Figure 1. Register map, names as in the netlist.
Scale: 2 px per um.
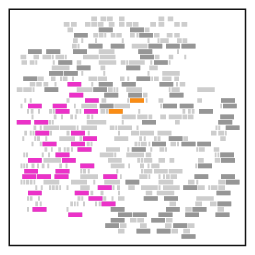
Figure 2. Clock wires, drivers and flops.
Scale: 3 px per um.
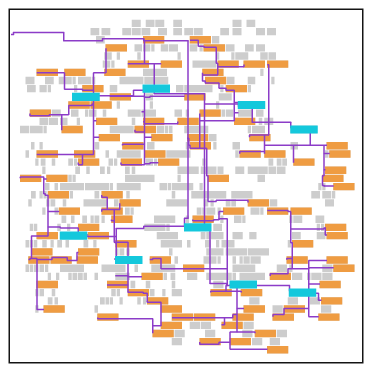
Figure 3. Routing congestion map.
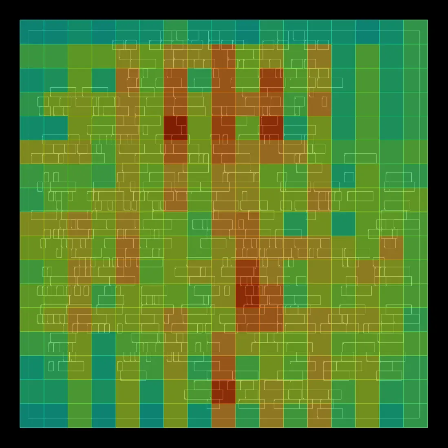
Figure 4. Metal layers overlaid.
Scale: 2 px per um.
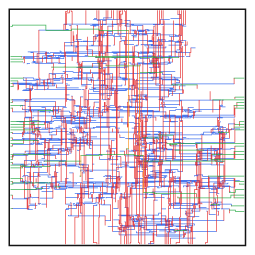
Figure 5. Met3 routing.
Scale: 2 px per um.
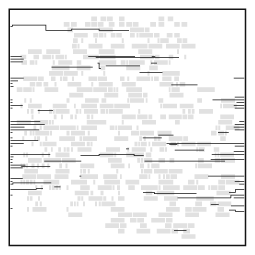
`config.mk`:
```
export PLATFORM = sky130hd
export DESIGN_NAME = adder_seq_ctrl
export DESIGN_NICKNAME = d
export VERILOG_FILES = /design/src/rtl/adder_pkg.sv /design/src/rtl/adder_slice.sv /design/src/rtl/adder_seq_ctrl.sv
export SDC_FILE = /design/constraint.sdc
export NUM_CORES = 1
export LEC_CHECK = 0
export ABC_CLOCK_PERIOD_IN_PS = 6800
export CAP_MARGIN = 15
export CORE_MARGIN = 2
export CORE_UTILIZATION = 37
export CTS_CLUSTER_DIAMETER = 200
export DETAILED_ROUTE_END_ITERATION = 7
export DONT_BUFFER_PORTS = 1
export GPL_ROUTABILITY_DRIVEN = 0
export HOLD_SLACK_MARGIN = 0.03
export PLACE_DENSITY = 0.49
export SETUP_SLACK_MARGIN = 0.2
export SLEW_MARGIN = 0
export SYNTH_ARGS = -nofsm -noshare
export SYNTH_HDL_FRONTEND = slang
export SYNTH_HIERARCHICAL = 1
export SYNTH_SLANG_ARGS = --single-unit
```
`constraint.sdc`:
```
create_clock -name i_clk -period 6.8 [get_ports i_clk]
set_clock_uncertainty 0.2 [all_clocks]
set_input_delay 1.02 -clock i_clk [delete_from_list [all_inputs] [get_ports i_clk]]
set_output_delay 1.02 -clock i_clk [all_outputs]
set_load 0.05 [all_outputs]
```
`src/rtl/adder_pkg.sv`:
```
// Shared types and default sizing for the slice-sequenced adder.
package adder_pkg;

  localparam int unsigned DEF_DATA_W  = 32;
  localparam int unsigned DEF_SLICE_W = 8;

  typedef enum logic [1:0] {
    IDLE = 2'd0,
    CALC = 2'd1,
    DONE = 2'd2
  } state_t;

endpackage

```
`src/rtl/adder_slice.sv`:
```
// Combinational W-bit ripple-carry slice; also exposes the carry into the MSB
// so the caller can derive signed overflow.
module adder_slice #(
  parameter int unsigned W = 8
) (
  input  logic [W-1:0] a,
  input  logic [W-1:0] b,
  input  logic         cin,
  output logic [W-1:0] sum,
  output logic         cout,
  output logic         cmsb
);

  logic [W:0] c;

  always_comb begin
    c    = '0;
    sum  = '0;
    c[0] = cin;
    for (int i = 0; i < int'(W); i++) begin
      sum[i]   = a[i] ^ b[i] ^ c[i];
      c[i+1]   = (a[i] & b[i]) | (c[i] & (a[i] ^ b[i]));
    end
  end

  assign cout = c[W];
  assign cmsb = c[W-1];

endmodule

```
`src/rtl/adder_seq_ctrl.sv`:
```
// Add/subtract unit that time-shares one narrow adder slice over DATA_W/SLICE_W
// cycles, LSB slice first, with valid/ready handshakes on both sides.
module adder_seq_ctrl
  import adder_pkg::*;
#(
  parameter int unsigned DATA_W  = DEF_DATA_W,
  parameter int unsigned SLICE_W = DEF_SLICE_W
) (
  input  logic              i_clk,
  input  logic              i_rst,
  input  logic              i_valid,
  output logic              o_ready,
  input  logic [DATA_W-1:0] i_data_a,
  input  logic [DATA_W-1:0] i_data_b,
  input  logic              i_sub,
  output logic              o_valid,
  input  logic              i_ready,
  output logic [DATA_W-1:0] o_data,
  output logic              o_carry,
  output logic              o_overflow,
  output logic              o_busy
);

  localparam int unsigned NSLICE = DATA_W / SLICE_W;
  localparam int unsigned IDX_W  = (NSLICE > 1) ? $clog2(NSLICE) : 1;

  state_t               state_q;
  state_t               state_next;
  logic [DATA_W-1:0]    a_q;
  logic [DATA_W-1:0]    b_q;
  logic                 carry_q;
  logic [IDX_W-1:0]     idx_q;

  logic                 accept_c;
  logic                 step_c;
  logic                 last_c;
  logic [SLICE_W-1:0]   sl_a;
  logic [SLICE_W-1:0]   sl_b;
  logic [SLICE_W-1:0]   sl_sum;
  logic                 sl_cout;
  logic                 sl_cmsb;

  // State register
  always_ff @(posedge i_clk) begin
    if (i_rst) state_q <= IDLE;
    else       state_q <= state_next;
  end

  // Next state and per-cycle control strobes
  always_comb begin
    state_next = state_q;
    accept_c   = 1'b0;
    step_c     = 1'b0;
    last_c     = 1'b0;
    case (state_q)
      IDLE: begin
        if (i_valid) begin
          accept_c   = 1'b1;
          state_next = CALC;
        end
      end
      CALC: begin
        step_c = 1'b1;
        if (idx_q == IDX_W'(NSLICE - 1)) begin
          last_c     = 1'b1;
          state_next = DONE;
        end
      end
      DONE: begin
        if (i_ready) state_next = IDLE;
      end
      default: state_next = IDLE;
    endcase
  end

  always_comb begin
    sl_a = a_q[32'(idx_q) * SLICE_W +: SLICE_W];
    sl_b = b_q[32'(idx_q) * SLICE_W +: SLICE_W];
  end

  adder_slice #(.W(SLICE_W)) u_slice (
    .a    (sl_a),
    .b    (sl_b),
    .cin  (carry_q),
    .sum  (sl_sum),
    .cout (sl_cout),
    .cmsb (sl_cmsb)
  );

  // Operand capture, slice accumulation and registered handshake outputs
  always_ff @(posedge i_clk) begin
    if (i_rst) begin
      a_q        <= '0;
      b_q        <= '0;
      carry_q    <= 1'b0;
      idx_q      <= '0;
      o_data     <= '0;
      o_carry    <= 1'b0;
      o_overflow <= 1'b0;
      o_ready    <= 1'b1;
      o_valid    <= 1'b0;
      o_busy     <= 1'b0;
    end else begin
      o_ready <= (state_next == IDLE);
      o_valid <= (state_next == DONE);
      o_busy  <= (state_next != IDLE);
      if (accept_c) begin
        a_q     <= i_data_a;
        b_q     <= i_data_b ^ {DATA_W{i_sub}};
        carry_q <= i_sub;
        idx_q   <= '0;
      end
      if (step_c) begin
        o_data[32'(idx_q) * SLICE_W +: SLICE_W] <= sl_sum;
        carry_q <= sl_cout;
        if (last_c) begin
          o_carry    <= sl_cout;
          o_overflow <= sl_cmsb ^ sl_cout;
        end else begin
          idx_q <= idx_q + 1'b1;
        end
      end
    end
  end

endmodule

```
==> notes.md <==
Quick summary of the implementation run below.

The flow ran to the end, and the final reports show no timing, DRC or antenna violations. The floorplan row count is 41. The count of cells resized by post-cts repair is 0. The combinational group power is 187 uW. The area growth from synthesis to layout is 6.50%. Among the stages of the critical path, the cell type that occurs most often is fa_1. The worst-case headroom to the max-slew limit is 0.359. Setup repair after global routing left no endpoint under its margin. Measured on the final layout, buffering overhead outside the clock network stands at 0.00989.

The sequential group share of total power is 0.502. The number of hold violations in the final report came out at 0. OpenROAD emitted warnings numbering 30. After the last flow step, the layout net total stands at 517. The measured slew at the worst slew-check pin came out at 962 ps. The worst setup path is launched from a flip-flop. The clock buffer and inverter area fraction after layout is 0.0564.

The script computed a power per unit cell area of 274 nW/um2. The achievable frequency came out at 198 MHz. The worst min-delay path category is flip-flop to flip-flop. In this run, power in flip-flops and latches comes to 696 uW. The finished layout holds 612 standard cells, fillers aside. The switching share of power came out at 0.267. The slowest stage of the critical path is the dfxtp_1 cell. The via total after detailed routing came out at 3219.

The hold-fix buffer count after cts came out at 0. The number of antenna violations at the first check in global routing is 0. The switching power of the nets came out at 370 uW. The fraction of the yosys area taken by sequential cells is 0.446. The largest fanout of any net on the critical path is 11.

The setup TNS is 0 ps. The path length in cells of the critical path is 15. The adder and majority gate portion of the synthesized area came out at 0.0469.

In the post-route report, total wirelength is listed as 11.3 mm. The maximum resistive drop on vdd came out at 0.000173 V. The number of post-CTS setup repair buffers is 0. The post-synthesis instance area is 4750 um2. The number of enable flip-flop cells came out at 0. The number of antenna diodes in the final layout is 0. Post-route period utilization is reported as 0.744. The worst slack at placement came out at 1720 ps.

The number of library cell types mapped by synthesis is 36. The simple-gate share of the synthesized area came out at 0.136. The count of buffers added on input and output ports is 0. TritonCTS created 9 clock buffers. The library cells used most frequently in the layout, excluding fill and tap cells, are dfxtp_1 (106), nand2_1 (66), nor2_1 (47).

The required time of the worst setup path came out at 6840 ps.
About Figure 1:
signal	color	flops
a_q	magenta	32
idx_q	orange	2
Finished Core Util: 0.403
Seq area share: 0.419
register area: 2120 um2

About Figure 2:
[clock-net drivers] cyan | count: 9
[flip-flops] orange | count: 106
[clock wires] purple | length: 1350 um
routed clock nets	10
flops lie	widely spread

About Figure 3:
routed wirelength normalized by instance count: 18.4 um
M2 GR Usage: 0.246
Overall Global Routing Usage: 0.167
Global Route met3 Usage: 0.0608
GRT met1 Usage: 0.232

About Figure 4:
layer	color	wire length
M4	orange	133 um
M1	blue	5300 um
M3	green	801 um
M2	red	5020 um

About Figure 5:
nets with wire on the layer	71
main direction	horizontal

Power and IR drop assume default switching activity.
